==> src/rtl/seq_det_arbiter_pkg.sv <==
// Shared types and defaults for the seq_det_arbiter block.
// Optional build macro SEQ_DET_ARB_FIXED_PRIO_EN is consumed by rr_arb2.
package seq_det_arbiter_pkg;

  localparam int DATA_W_DEF = 8;
  localparam int CNT_W_DEF  = 4;

  typedef enum logic [1:0] {
    IDLE  = 2'd0,
    SHIFT = 2'd1,
    DRAIN = 2'd2
  } state_e;

  typedef logic req_idx_t;

endpackage

==> src/rtl/seq_det_arbiter_rr_arb2.sv <==
// Two-input arbiter: round-robin by default, fixed priority (req0 first)
// when SEQ_DET_ARB_FIXED_PRIO_EN is defined.
module rr_arb2
  import seq_det_arbiter_pkg::*;
(
  input  logic     clk,
  input  logic     rst,
  input  logic     en,
  input  logic     req0,
  input  logic     req1,
  output logic     gnt0,
  output logic     gnt1,
  output req_idx_t idx
);

`ifdef SEQ_DET_ARB_FIXED_PRIO_EN
  logic unused_clk_rst;
  assign unused_clk_rst = clk ^ rst;

  always_comb begin
    gnt0 = en & req0;
    gnt1 = en & req1 & ~req0;
  end
`else
  req_idx_t last_q;
  req_idx_t last_d;

  // On a tie the requester that was not served last wins.
  always_comb begin
    gnt0   = 1'b0;
    gnt1   = 1'b0;
    last_d = last_q;
    if (en) begin
      if (req0 && req1) begin
        gnt0 = last_q;
        gnt1 = ~last_q;
      end else begin
        gnt0 = req0;
        gnt1 = req1;
      end
      if (gnt0) begin
        last_d = 1'b0;
      end else if (gnt1) begin
        last_d = 1'b1;
      end
    end
  end

  always_ff @(posedge clk or posedge rst) begin
    if (rst) begin
      last_q <= 1'b1;
    end else begin
      last_q <= last_d;
    end
  end
`endif

  assign idx = gnt1;

endmodule

==> src/rtl/seq_det_arbiter.sv <==
// Arbitrates two requesters, serialises the winning word MSB first on x and
// counts Moore detector hits per requester. See rr_arb2 for SEQ_DET_ARB_FIXED_PRIO_EN.
module seq_det_arbiter
  import seq_det_arbiter_pkg::*;
#(
  parameter int DATA_W = DATA_W_DEF,
  parameter int CNT_W  = CNT_W_DEF
) (
  input  logic              clk,
  input  logic              rst,
  input  logic              req0,
  input  logic              req1,
  input  logic [DATA_W-1:0] data0,
  input  logic [DATA_W-1:0] data1,
  output logic              gnt0,
  output logic              gnt1,
  output logic              x,
  input  logic              y,
  output logic              busy,
  output logic              done,
  output logic              owner,
  output logic [CNT_W-1:0]  hits0,
  output logic [CNT_W-1:0]  hits1,
  output state_e            state_dbg
);

  localparam int               IDX_W    = (DATA_W > 1) ? $clog2(DATA_W) : 1;
  localparam logic [IDX_W-1:0] IDX_LAST = IDX_W'(DATA_W - 1);
  localparam logic [CNT_W-1:0] CNT_MAX  = {CNT_W{1'b1}};

  // Handshake: a requester holds req until it sees gnt; gnt is a one-cycle
  // pulse in IDLE and data is captured on that same rising edge.

  state_e            state_q, state_d;
  logic [DATA_W-1:0] sr_q, sr_d;
  logic [IDX_W-1:0]  idx_q, idx_d;
  req_idx_t          owner_q, owner_d;
  logic [CNT_W-1:0]  hits0_q, hits0_d;
  logic [CNT_W-1:0]  hits1_q, hits1_d;
  logic              x_q, x_d;
  logic              busy_q, busy_d;
  logic              done_q, done_d;

  logic     arb_en;
  logic     arb_gnt0;
  logic     arb_gnt1;
  req_idx_t arb_idx;
  logic     sample_y;

  assign arb_en = (state_q == IDLE);

  rr_arb2 u_arb (
    .clk  (clk),
    .rst  (rst),
    .en   (arb_en),
    .req0 (req0),
    .req1 (req1),
    .gnt0 (arb_gnt0),
    .gnt1 (arb_gnt1),
    .idx  (arb_idx)
  );

  always_comb begin
    state_d  = state_q;
    sr_d     = sr_q;
    idx_d    = idx_q;
    owner_d  = owner_q;
    hits0_d  = hits0_q;
    hits1_d  = hits1_q;
    sample_y = 1'b0;

    case (state_q)
      IDLE: begin
        if (arb_gnt0 || arb_gnt1) begin
          state_d = SHIFT;
          owner_d = arb_idx;
          sr_d    = arb_gnt1 ? data1 : data0;
          idx_d   = '0;
        end
      end
      SHIFT: begin
        sr_d     = {sr_q[DATA_W-2:0], 1'b0};
        idx_d    = idx_q + IDX_W'(1);
        // The first SHIFT cycle still sees y from before the word started.
        sample_y = (idx_q != '0);
        if (idx_q == IDX_LAST) begin
          state_d = DRAIN;
        end
      end
      DRAIN: begin
        sample_y = 1'b1;
        state_d  = IDLE;
      end
      default: begin
        state_d = IDLE;
      end
    endcase

    if (sample_y && y) begin
      if (owner_q) begin
        hits1_d = (hits1_q == CNT_MAX) ? hits1_q : hits1_q + CNT_W'(1);
      end else begin
        hits0_d = (hits0_q == CNT_MAX) ? hits0_q : hits0_q + CNT_W'(1);
      end
    end

    // Outputs are decoded from the next state so they leave a flop.
    x_d    = (state_d == SHIFT) ? sr_d[DATA_W-1] : 1'b0;
    busy_d = (state_d != IDLE);
    done_d = (state_d == DRAIN);
  end

  always_ff @(posedge clk or posedge rst) begin
    if (rst) begin
      state_q <= IDLE;
      sr_q    <= '0;
      idx_q   <= '0;
      owner_q <= 1'b0;
      hits0_q <= '0;
      hits1_q <= '0;
      x_q     <= 1'b0;
      busy_q  <= 1'b0;
      done_q  <= 1'b0;
    end else begin
      state_q <= state_d;
      sr_q    <= sr_d;
      idx_q   <= idx_d;
      owner_q <= owner_d;
      hits0_q <= hits0_d;
      hits1_q <= hits1_d;
      x_q     <= x_d;
      busy_q  <= busy_d;
      done_q  <= done_d;
    end
  end

  assign gnt0      = arb_gnt0;
  assign gnt1      = arb_gnt1;
  assign x         = x_q;
  assign busy      = busy_q;
  assign done      = done_q;
  assign owner     = owner_q;
  assign hits0     = hits0_q;
  assign hits1     = hits1_q;
  assign state_dbg = state_q;

endmodule
==> config.mk <==
export PLATFORM = sky130hd
export DESIGN_NAME = seq_det_arbiter
export DESIGN_NICKNAME = d
export VERILOG_FILES = /design/src/rtl/seq_det_arbiter_pkg.sv /design/src/rtl/seq_det_arbiter_rr_arb2.sv /design/src/rtl/seq_det_arbiter.sv
export SDC_FILE = /design/constraint.sdc
export NUM_CORES = 1
export LEC_CHECK = 0
export ABC_AREA = 1
export CORE_MARGIN = 2
export CORE_UTILIZATION = 50
export DETAILED_ROUTE_END_ITERATION = 12
export GPL_TIMING_DRIVEN = 0
export PLACE_DENSITY = 0.81
export SLEW_MARGIN = 25
export SYNTH_ARGS = -nofsm -noshare
export SYNTH_HDL_FRONTEND = slang
export SYNTH_SLANG_ARGS = --single-unit
==> constraint.sdc <==
create_clock -name clk -period 4 [get_ports clk]
set_clock_uncertainty 0.2 [all_clocks]
set_input_delay 1 -clock clk [delete_from_list [all_inputs] [get_ports clk]]
set_output_delay 1 -clock clk [all_outputs]
set_load 0.01 [all_outputs]
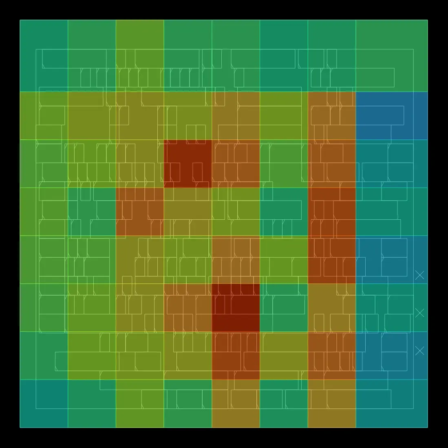
*Routing congestion*
grt met2 use: 0.2889
GR Layer Usage met1: 0.2589
utilization after layout: 0.6927
gr usage total: 0.1863

==> flow_summary_export.csv <==
group,metric,value,unit
worst_setup_path,worstPathArrival,2.44,ns
grt,grt_pass1_vias,1169,
final_timing,drv_slew,0,
place,gp_congestion,0.8240,
clocking,numClockSinks,26,
place,place.detailed.hpwl,2211,um
floorplan,initial_core_util,0.5317,
final_timing,setup_viol_count_final,0,
worst_setup_path,max_stage_delay,0.53,ns
clocking,post-cts-setup-buffers,0,
floorplan,fp-row-count,19,
finish,drive_above_1_share,0.09402,
final_timing,post-route-min-period,3.644,ns
drt,routedWlPerCell,10.67,um
grt,grt_pass1_wl,4864,um
clocking,insertion_delay,0.33,ns
logic_synthesis,netlist_instances,194,
final_timing,hold_violations,0,
floorplan,dieArea,3436,sq um
clocking,cts_tree,"done",
drt,drtAntennaViolNets,0,
drt,vias,1294,
final_timing,finalClockPeriodUsage,0.9110,
logic_synthesis,ys_ff,26,
min_path,hp-class,"reg2reg",
run,cap_violations,0,
grt,antenna_found_initial,0,
final_timing,tns,0,ns
place,placedCellCount,261,
worst_setup_path,cpMostUsedCell,"clkdlybuf4s50_1",
logic_synthesis,syn_area_per_cell,7.688,sq um
finish,diodes,0,
floorplan,coreArea,2805,sq um
pwr,peakVddDrop,0.3196,mV
clocking,cts_hold_buf,0,
logic_synthesis,synth.distinct_cells,25,
worst_setup_path,crit_path_start_kind,"input pin",
clocking,post_cts_resized,0,
drt,drt-initial-drc-count,49,
logic_synthesis,ys_area,1491,sq um
floorplan,ios,37,
logic_synthesis,yosys_cells,194,
grt,grt-ovfl-total,0,
worst_setup_path,critPathRequiredTime,2.80,ns
logic_synthesis,ys_seq_share,0.4371,
logic_synthesis,syn-cell-area,1491,sq um
place,port_buffers,36,
worst_setup_path,critPathKind,"in2out",
logic_synthesis,ys_top_cells_by_area,"dfrtp_1 (42%), nand2_1 (23%), ha_1 (7.6%)",
logic_synthesis,fp_nets,224,
clocking,numCtsBuffers,3,
worst_setup_path,crit_chain,"clkdlybuf4s50_1 -> nand2_1 -> inv_2 -> nand2_4 -> buf_6 -> clkinv_4 -> clkdlybuf4s50_1",
floorplan,die_width,58.62,um
final_timing,rsz0062_at_grt,"false",
logic_synthesis,synth_top_area_share,0.4195,
finish,final_nets,265,
worst_setup_path,worstPathMaxFanout,10,
clocking,cts.path.max_buffers,2,
drt,drc,3,
drt,wirelength,2827,um
floorplan,die_h,58.62,um
worst_setup_path,slowest_stage,"clkdlybuf4s50_1",
finish,instances_no_fill,265,
drt,routed_via_density,4.883,
logic_synthesis,yosys_warnings,0,
clocking,cts_max_level,1,
outcome,status,"finished with violations",
final_timing,tightestPinTransition,0.9081,ns
run,tool_warnings,30,
outcome,violations,"design-rule violations",
final_timing,relSlewSlack,0.3909,
drt,dr.pass1.iters,8,
finish,fillers,241,
pwr,power_leakage,0.001036,uW
finish,layout-area-overhead-vs-synth,30.29,%
grt,grt_max_degree,27,
worst_setup_path,cp-end-kind,"output port",
logic_synthesis,largest_area_cell,"dfrtp_1",
clocking,cts-root-buf,"clkbuf_4",
final_timing,fmax,274.4,MHz
pwr,power_density,700.7,nW/um^2
clocking,cts.reportedPaths.clkPinSlew,0.15,ns
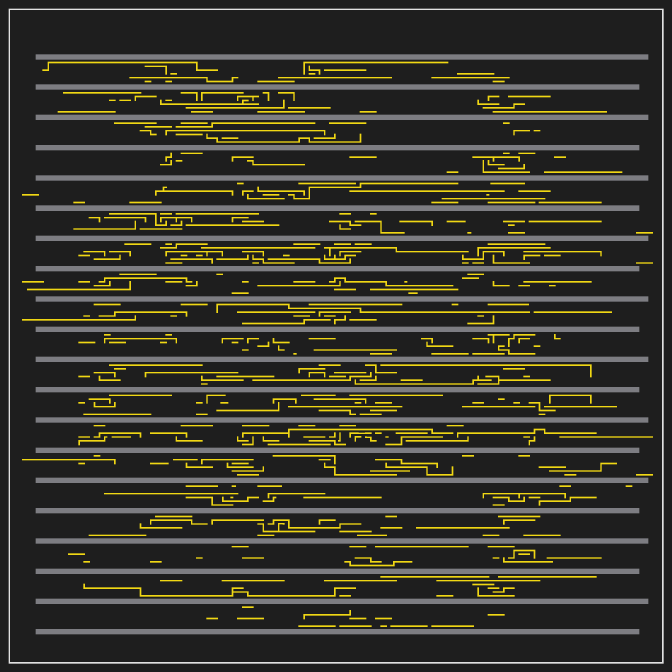
*The metal 1 layer*
Supply wires on this layer in gray.
nets with wire on the layer: 233
wire length on this layer: 1420 um
share of all routed wire: 50%
longest straight run: 18.9 um
main direction: horizontal

## stage by stage
step | setup slack, ns | utilization | hold slack, ns | power (uW) | cell area [sq um]
CTS | 0.3527 | 0.6927 | 0.3024 | 1367 | 1943
floorplan | 1.424 | - | 0.2487 | 925.8 | 1491
finish | 0.3562 | 0.6927 | 0.3021 | 1362 | 1943
detailed placement | 0.3589 | 0.6740 | 0.2669 | 1183 | 1891
global route | 0.2851 | 0.6927 | 0.3334 | 1483 | 1943
global placement | 0.3635 | 0.6740 | 0.2632 | 1169 | 1891
## cell type report
cell class                 instances  area, sq um  area share
tap                               31        38.79     0.01996
clock inverter                     1        30.03     0.01545
timing repair buffer              36        360.3      0.1854
buffer                             2        16.27    0.008371
sequential                        26        651.9      0.3355
inverter                          22        87.58     0.04507
multi-input combinational        144        735.7      0.3786
clock buffer                       3        22.52     0.01159
## where the power goes
part           internal (uW)  total [uW]  switching (uW)
combinational            311         730             419
sequential               372         451            78.9
clock                    101         181            79.5
## placed cells by master (no fill, tap or decap), drive strengths merged, types with 3 or more instances in the layout
cell | Yosys | final
inv | 21 | 20
o21ai | 8 | 8
nand3 | 11 | 11
nand2 | 96 | 96
dfrtp | 25 | 25
ha | 9 | 9
clkbuf | 0 | 3
clkdlybuf4s50 | 0 | 36
nor2 | 7 | 7
xor2 | 4 | 4
## registers in the layout (all words and copies together) (netlist names)
name,flops
done,1
owner,1
hits1,4
hits0,4
u_arb.last_q,1
idx_q,3
sr_q,8
state_dbg,2
x,1
busy,1
## path summary, 6_finish.rpt
check | slack (ns) | start | cells past startpoint | end
max | 0.36 | req1 | 7 | gnt1
min reg2reg | 0.30 | sr_q[1] | 2 | sr_q[1]
min in group asynchronous | 0.84 | rst | 2 | hits0[2]
min | 0.30 | sr_q[1] | 2 | sr_q[1]
max in group asynchronous | 2.33 | rst | 2 | hits1[3]
max reg2reg | 2.06 | state_dbg[0] | 10 | sr_q[0]
## worst max-delay path, delay by kind of cell
family | cells | cell delay [ns]
simple gates | 2 | 0.13
buf+inv | 5 | 1.31
## routing by layer
layer | vias up | wire, um | track usage
li1 | 681 | - | -
met1 | 566 | 1424 | 0.2589
met2 | 41 | 1234 | 0.2889
met3 | 6 | 134 | 0.03736
met4 | 0 | 34 | 0.07143
met5 | - | 0 | 0
## synth_stat cells (all sizes together)
master   n
ha       9
inv     21
dfstp    1
nor2     7
buf      2
xor2     4
dfrtp   25
o22ai    2
o21ai    8
nand2   96
a21oi    2
nand3b   2
clkinv   1
o21a     2
o21bai   1
nand3   11
## cell families after synthesis
group,count (synthesis),share of synthesized area
simple gates,116,0.3297
buf+inv,24,0.06962
fa+ha+maj,9,0.07550
xor+xnor,4,0.02349
compound gates,15,0.06459
flops,26,0.4371
Power figures rest on the tool's default switching activity, not on a simulated workload.
